[config.mk]
export PLATFORM = sky130hd
export DESIGN_NAME = serial_add_ctrl
export DESIGN_NICKNAME = d
export VERILOG_FILES = /design/src/rtl/serial_add_ctrl.sv
export SDC_FILE = /design/constraint.sdc
export NUM_CORES = 1
export LEC_CHECK = 0
export CAP_MARGIN = 25
export CORE_MARGIN = 5
export CORE_UTILIZATION = 40
export CTS_BUF_LIST = sky130_fd_sc_hd__clkbuf_8
export DETAILED_ROUTE_END_ITERATION = 16
export HOLD_SLACK_MARGIN = 0.1
export PLACE_DENSITY = 0.64
export SYNTH_ARGS = -nofsm -noshare
export SYNTH_HDL_FRONTEND = slang
export SYNTH_SLANG_ARGS = --single-unit
[constraint.sdc]
create_clock -name clk -period 2.4 [get_ports clk]
set_input_delay 0.48 -clock clk [delete_from_list [all_inputs] [get_ports clk]]
set_output_delay 0.48 -clock clk [all_outputs]
set_load 0.01 [all_outputs]
[src/rtl/serial_add_ctrl.sv]
// Bit-serial adder/subtractor controller: one full adder processes the operands
// LSB-first over WIDTH cycles, with a valid/ready request and result handshake.
module serial_add_ctrl #(
    parameter int unsigned WIDTH = 8
) (
    input  logic             clk,
    input  logic             rst_n,
    input  logic             start_valid,
    output logic             start_ready,
    input  logic [WIDTH-1:0] a_in,
    input  logic [WIDTH-1:0] b_in,
    input  logic             cin,
    input  logic             sub,
    output logic             result_valid,
    input  logic             result_ready,
    output logic [WIDTH-1:0] sum_out,
    output logic             cout,
    output logic             ovf,
    output logic             busy
);

    localparam int unsigned CntW = (WIDTH > 1) ? $clog2(WIDTH) : 1;
    localparam logic [CntW-1:0] LastBit = CntW'(WIDTH - 1);

    typedef enum logic [1:0] {StIdle, StRun, StDone} state_e;

    state_e           state_q, state_d;
    logic [WIDTH-1:0] a_q, a_d;
    logic [WIDTH-1:0] b_q, b_d;
    logic             carry_q, carry_d;
    logic [CntW-1:0]  cnt_q, cnt_d;
    // Low WIDTH-1 result bits accumulate here; the last bit joins them at DONE.
    logic [WIDTH-2:0] part_q, part_d;
    logic [WIDTH-1:0] sum_out_q, sum_out_d;
    logic             cout_q, cout_d;
    logic             ovf_q, ovf_d;

    // Full adder from two half-adder stages.
    logic ha1_s, ha1_c, ha2_s, ha2_c, fa_s, fa_co;
    logic [WIDTH-1:0] sum_next;

    always_comb begin
        ha1_s    = a_q[0] ^ b_q[0];
        ha1_c    = a_q[0] & b_q[0];
        ha2_s    = ha1_s ^ carry_q;
        ha2_c    = ha1_s & carry_q;
        fa_s     = ha2_s;
        fa_co    = ha1_c | ha2_c;
        sum_next = {fa_s, part_q};
    end

    always_comb begin
        state_d      = state_q;
        a_d          = a_q;
        b_d          = b_q;
        carry_d      = carry_q;
        cnt_d        = cnt_q;
        part_d       = part_q;
        sum_out_d    = sum_out_q;
        cout_d       = cout_q;
        ovf_d        = ovf_q;
        start_ready  = 1'b0;
        result_valid = 1'b0;
        busy         = 1'b0;
        unique case (state_q)
            StIdle: begin
                start_ready = 1'b1;
                if (start_valid) begin
                    a_d     = a_in;
                    b_d     = sub ? ~b_in : b_in;
                    carry_d = sub ? 1'b1 : cin;
                    cnt_d   = '0;
                    state_d = StRun;
                end
            end
            StRun: begin
                busy    = 1'b1;
                part_d  = sum_next[WIDTH-1:1];
                a_d     = a_q >> 1;
                b_d     = b_q >> 1;
                carry_d = fa_co;
                cnt_d   = cnt_q + 1'b1;
                if (cnt_q == LastBit) begin
                    sum_out_d = sum_next;
                    cout_d    = fa_co;
                    // carry_q is the carry into the MSB on this step.
                    ovf_d     = carry_q ^ fa_co;
                    state_d   = StDone;
                end
            end
            StDone: begin
                result_valid = 1'b1;
                if (result_ready) begin
                    state_d = StIdle;
                end
            end
            default: state_d = StIdle;
        endcase
    end

    always_ff @(posedge clk or negedge rst_n) begin
        if (!rst_n) begin
            state_q   <= StIdle;
            a_q       <= '0;
            b_q       <= '0;
            carry_q   <= 1'b0;
            cnt_q     <= '0;
            part_q    <= '0;
            sum_out_q <= '0;
            cout_q    <= 1'b0;
            ovf_q     <= 1'b0;
        end else begin
            state_q   <= state_d;
            a_q       <= a_d;
            b_q       <= b_d;
            carry_q   <= carry_d;
            cnt_q     <= cnt_d;
            part_q    <= part_d;
            sum_out_q <= sum_out_d;
            cout_q    <= cout_d;
            ovf_q     <= ovf_d;
        end
    end

    assign sum_out = sum_out_q;
    assign cout    = cout_q;
    assign ovf     = ovf_q;

endmodule

==> flow_metrics.py, run 1 <==
# Flow results
metrics = {
    "detailed_routing": {
        "drc": 0,
        "dr.pass1.iters": 4,
        "drtIter0Drc": 76,
        "routedWlPerCell_um": 15.41,
    },
    "clock_tree": {
        "cts-buffers-inserted": 5,
        "cts-resized-gates": 0,
        "post_cts_buffers": 0,
        "htree_num_levels": 2,
        "clk_latency_ns": 0.29,
        "cts_tree": "done",
        "cts-root-buf": "clkbuf_8",
    },
    "synth": {
        "synth_area_per_cell_um2": 10.87,
        "syn_nets": 192,
        "ys_seq_share_pct": 53.76,
        "ys.flops": 39,
        "ff_type": "dfrtp_1",
        "ys_area_mm2": 0.001815,
        "synth_area_mm2": 0.001815,
        "top_cell_area_share_pct": 53.76,
        "async_flop_share_pct": 100.0,
        "yosys_cells": 167,
    },
    "floorplanning": {
        "die_h_um": 77.37,
        "pin_count": 35,
        "fp.dieArea_mm2": 0.005986,
    },
    "sta": {
        "min_period_over_period_pct": 87.94,
        "rsz0062_at_grt": "no",
        "finalSetupViolCount": 0,
        "finClkSkew_ns": 0.005055,
        "report.final.slew_viol_count": 0,
        "finalHoldViolCount": 0,
        "worst_slew_pin_slew_ns": 0.8605,
        "timing.hold.ws_ns": 0.2997,
    },
    "layout": {
        "diodes": 0,
        "finalInstanceArea_mm2": 0.002288,
    },
    "run": {
        "max-cap-violations": 0,
    },
    "global_route": {
        "antenna_found_initial": 0,
        "grt_max_degree": 40,
        "grt_pass1_vias": 1404,
        "grt_overflow": 0,
    },
    "worst_setup_path": {
        "startpoint": "state_q[1]",
        "cp-endpoint": "start_ready",
        "critPathMaxFanout": 26,
        "start_kind": "register",
        "r2r_slack_ns": 0.81,
        "end_kind": "output port",
        "r2r_cells": 4,
    },
    "status": {
        "outcome": "completed",
    },
    "pwr": {
        "total_power_mw": 2.565,
        "p_per_area_mw_per_mm2": 1121,
        "peakVddDrop_mv": 0.3609,
    },
    "placement": {
        "place_inst": 245,
    },
}
[run 1: registers in the layout (all words and copies together) (netlist names)]
register  flops
sum_out       8
b_q           8
cnt_q         3
part_q        7
state_q       2
a_q           8
cout          1
carry_q       1
ovf           1
[run 1: report_power, final]
| group | leakage [nW] | internal [mW] | switching (mW) |
|---|---|---|---|
| Sequential | 0.504 | 0.921 | 0.177 |
| Clock | 0.0505 | 0.261 | 0.232 |
| Combinational | 0.465 | 0.494 | 0.480 |
| Total | 1.02 | 1.68 | 0.888 |
[run 1: cells in the mapped netlist (2+ instances only)]
master / instances
dfrtp_1: 39
nand2_1: 28
a22oi_1: 19
o21ai_0: 11
buf_2: 7
mux2_1: 7
inv_1: 6
xnor2_1: 6
a221o_1: 5
o21ai_1: 5
clkbuf_1: 4
nor2_1: 4
nand2b_1: 3
o32ai_1: 3
xor2_1: 3
a22o_1: 2
ha_1: 2
mux2_2: 2
nor2b_1: 2
o211ai_1: 2
[run 1: worst min-delay path by stage]
stage               slack [ns]  startpoint  cells past startpoint    endpoint
floorplan                 0.18       rst_n                      0      a_q[0]
global placement          0.46   part_q[0]                      2   part_q[0]
detailed placement        0.47   part_q[0]                      2   part_q[0]
CTS                       0.34       rst_n                      1  sum_out[0]
global route              0.38       rst_n                      1  sum_out[1]
finish                    0.30       rst_n                      1      b_q[7]
[run 1: worst max-delay path, cell delays in order (launching register included)]
cell and delay, ns:
dfrtp_1 0.38, buf_4 0.22, nor2_1 0.17, clkdlybuf4s50_1 0.57
[run 1: logic make-up after synthesis]
family,Yosys count,share of synthesized area [%]
DFF,39,53.76
adders and majority gates,3,2.481
AOI/OAI and AO/OA,48,18.75
and+or+nand+nor,40,9.924
buffers and inverters,18,4.617
xor gates and xnor gates,9,4.342
muxes,10,6.134
[run 1: final cells by class]
class | count | area [um^2]
clock buffer | 7 | 96.34
clock inverter | 1 | 7.507
fill | 404 | 2096
inverter | 6 | 22.52
multi-input combinational | 110 | 755.7
sequential | 39 | 975.9
tap | 52 | 65.06
timing repair buffer | 38 | 365.4
[run 1: layer usage]
layer  share of wire [%]  track usage (%)  wire, um  vias to the layer above
met2                  46            20.88      1792                       44
met4                 1.7            6.014        68                        0
met1                  46            19.15      1780                      687
met3                 6.6            3.472       259                        7
li1                    -                -         -                      658
met5                   0                0         0                        -
[run 1: cell usage in the layout (no fill, tap or decap)]
cell type        instances
a22o_1                   2
buf_4                    4
clkinvlp_4               1
dfrtp_1                 39
clkdlybuf4s50_1         33
nand2b_1                 3
xor2_1                   3
nand3b_2                 1
o211ai_1                 2
a22oi_1                 19
or3b_4                   1
a221o_1                  5
nor2_1                   4
nor2b_1                  2
mux2_2                   2
buf_2                    1
xnor2_1                  6
ha_1                     2
o32ai_1                  3
clkbuf_8                 7
o21ai_1                  5
mux2i_1                  1
fa_1                     1
inv_1                    6
or2_0                    1
o21ai_0                 11
nand2_1                 28
a2bb2oi_1                1
mux2_1                   7
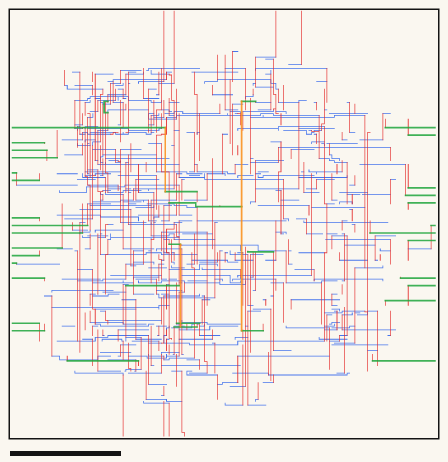
*Metal layers overlaid, run 1*
Bar = 20 um.
[M2] red | wire length: 1790 um
[M4] orange | wire length: 68.0 um
[M1] blue | wire length: 1780 um
[M3] green | wire length: 259 um
Vias: 1396
GRT Total Usage: 13.92%
total wire length: 3.899 mm

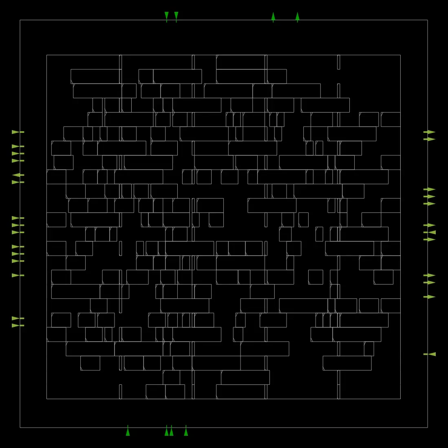
*Cell placement, run 1*
fin cells: 253
Rows: 24
utilization after layout: 52.20%

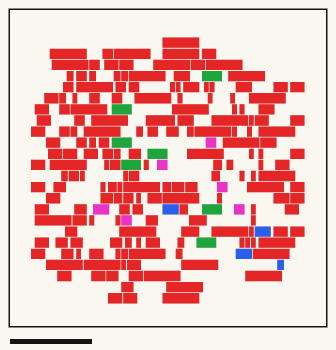
*Drive-strength map, run 1*
Bar = 20 um.
[x2] blue | cells: 4 | most used: mux2_2
[x1 and smaller] red | cells: 184 | most used: dfrtp_1
[x3 and x4] magenta | cells: 6 | most used: buf_4
[x6 and larger] green | cells: 7 | most used: clkbuf_8
Non-CTS buffers: 38
PnR worst setup slack: 0.2895 ns

==> inputs of run 2 (changes only) <==
--- a/config.mk
+++ b/config.mk
@@ -10,6 +10,7 @@
 export CORE_UTILIZATION = 40
 export CTS_BUF_LIST = sky130_fd_sc_hd__clkbuf_8
 export DETAILED_ROUTE_END_ITERATION = 16
+export GPL_TIMING_DRIVEN = 0
 export HOLD_SLACK_MARGIN = 0.1
 export PLACE_DENSITY = 0.64
 export SYNTH_ARGS = -nofsm -noshare
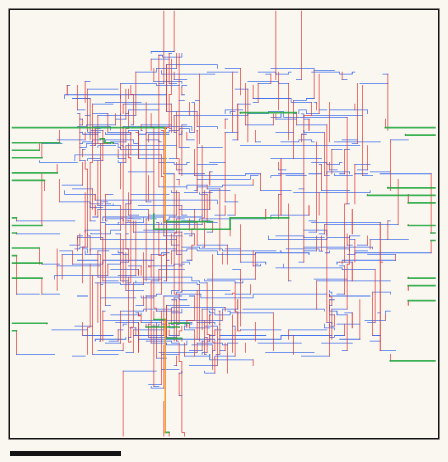
*Metal layers overlaid, run 2*
Bar = 20 um.
[M2] red | wire length: 1830 um
[M1] blue | wire length: 1890 um
[M3] green | wire length: 224 um
[M4] orange | wire length: 37.4 um

==> run 2 against run 1 <==
Against the previous run: die size unchanged; fmax decreased by 7.3%; hold slack improved by 0.0084 ns; largest cell class unchanged; highest routed layer unchanged.
==> flow_metrics.py, run 2 <==
# Flow results
metrics = {
    "status": {
        "outcome": "completed",
    },
    "synth": {
        "ys_area_mm2": 0.001815,
        "ys_seq_share_pct": 53.76,
        "syn_nets": 192,
        "synthTopCellsByCount": "dfrtp_1 (39), nand2_1 (28), a22oi_1 (19)",
        "async_flop_share_pct": 100.0,
    },
    "layout": {
        "mostFrequentLayoutCells": "dfrtp_1 (39), clkdlybuf4s50_1 (32), nand2_1 (28)",
        "finalInstanceArea_mm2": 0.002297,
        "nFillCells": 391,
        "diodes": 0,
    },
    "worst_setup_path": {
        "cp_top_family": "buffers and inverters",
        "end_kind": "output port",
        "slowest_stage": "clkdlybuf4s50_1",
    },
    "clock_tree": {
        "cts_tree": "done",
        "htree_num_levels": 2,
        "cts-root-buf": "clkbuf_8",
        "cts-buffers-inserted": 5,
        "clk_latency_ns": 0.28,
    },
    "sta": {
        "timing.hold.ws_ns": 0.3080,
        "rsz0062_at_grt": "no",
        "finClkSkew_ns": 0.004715,
        "report.final.slew_viol_count": 0,
        "finalSetupViolCount": 0,
    },
    "detailed_routing": {
        "drt_wl_total_mm": 3.982,
        "drc": 0,
        "via_count": 1400,
    },
    "global_route": {
        "grt_pass1_vias": 1490,
        "grt_max_degree": 40,
        "track_usage_pct": 13.93,
    },
    "pwr": {
        "power.switching_mw": 0.8745,
        "total_power_mw": 2.523,
        "comb_power_share_pct": 39.0,
        "peakVddDrop_mv": 0.4543,
    },
    "floorplanning": {
        "core.rowCount": 24,
        "die_h_um": 77.37,
        "fp.dieArea_mm2": 0.005986,
        "pin_count": 35,
    },
}
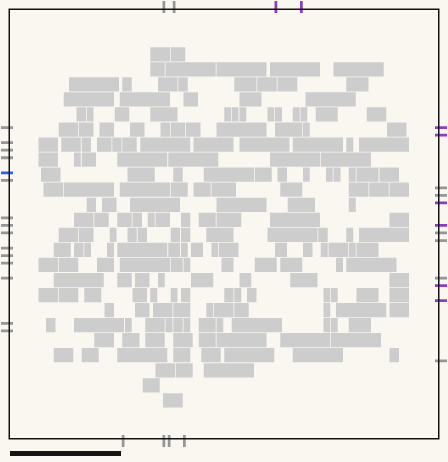
*Pin placement, run 2*
Bar = 20 um. Pins as bars across the die edge, other pins in gray.
[start_ready] blue | pins: 1 | direction: output | edge: left
[sum_out] purple | pins: 8 | direction: output | edge: 6 right, 2 top

==> run 2: cell count changes in the layout (fill, tap and decap cells not counted), sizes merged <==
| cell | previous run | this run |
|---|---|---|
| clkdlybuf4s50 | 33 | 32 |
| clkbuf | 7 | 10 |
| clkinv | 0 | 1 |
| buf | 5 | 9 |
| clkinvlp | 1 | 0 |
==> run 2: power groups by stage <==
| stage | registers [mW] | clock network (mW) | logic [mW] |
|---|---|---|---|
| after floorplan | 1.10 | 0 | 0.591 |
| after global placement | 1.09 | 0 | 0.959 |
| after detailed placement | 1.11 | 0 | 0.989 |
| after CTS | 1.10 | 0.456 | 0.996 |
| after global routing | 1.13 | 0.482 | 1.10 |
| final | 1.10 | 0.443 | 0.983 |
==> run 2: final cells by class <==
| type | count | area [um^2] | area share (%) |
|---|---|---|---|
| sequential | 39 | 975.9 | 42.48 |
| multi-input combinational | 110 | 755.7 | 32.90 |
| timing repair buffer | 33 | 325.3 | 14.16 |
| clock buffer | 6 | 82.58 | 3.595 |
| buffer | 12 | 65.06 | 2.832 |
| tap | 52 | 65.06 | 2.832 |
| inverter | 6 | 22.52 | 0.9804 |
| clock inverter | 1 | 5.005 | 0.2179 |
==> run 2: repair_timing <==
item / 4_1_cts / 5_1_grt
pin swaps: 0 / 0
endpoints found under the setup margin: 1 / 2
gates resized: 1 / 3
buffers inserted: 0 / 0
==> run 2: worst reg2reg max path, stage by stage, from the launching register on <==
cell and delay (ns):
dfrtp_1 0.40, ha_1 0.20, ha_1 0.20, nand3b_2 0.12, buf_6 0.16, mux2_1 0.33
==> run 2: path summary, 6_finish.rpt <==
path / to / cells after the start / from / slack (ns)
worst max-delay path: busy / 5 / state_q[1] / 0.12
worst min-delay path: b_q[2] / 1 / rst_n / 0.31
worst max register to register: sum_out[6] / 5 / cnt_q[0] / 0.85
worst min register to register: part_q[0] / 2 / part_q[0] / 0.49
max in group asynchronous: sum_out[4] / 1 / rst_n / 1.55
min in group clk: part_q[0] / 2 / part_q[0] / 0.49
==> run 2: logic make-up (layout without fill, tap and decap cells) <==
family / after synthesis / count (layout) / synth area share (%)
adder cells (fa/ha/maj): 3 / 3 / 2.481
multiplexers: 10 / 10 / 6.134
AND/OR/NAND/NOR: 40 / 40 / 9.924
AND-OR/OR-AND: 48 / 48 / 18.75
flip-flops: 39 / 39 / 53.76
buffers and inverters: 18 / 58 / 4.617
XOR/XNOR: 9 / 9 / 4.342
==> run 2: per-layer routing <==
layer / GRT usage [%] / up-vias / part of all wire, %
met3: 3.935 / 4 / 5.6
met1: 18.83 / 683 / 48
met4: 4.983 / 0 / 0.93
met2: 21.46 / 42 / 46
met5: 0 / - / 0
li1: - / 671 / -
==> run 2: stage by stage <==
| step | setup slack (ns) | setup TNS (ns) | std cells | util, % |
|---|---|---|---|---|
| floorplan | 0.9771 | 0 | 167 | - |
| global placement | -0.08052 | -3.073 | 252 | 50.43 |
| detailed placement | 0.2999 | 0 | 252 | 50.31 |
| CTS | 0.03275 | 0 | 259 | 52.37 |
| global route | 0.01205 | 0 | 259 | 52.40 |
| finish | 0.1235 | 0 | 259 | 52.40 |
No activity file was given, so power comes from the tool's default toggle rates.
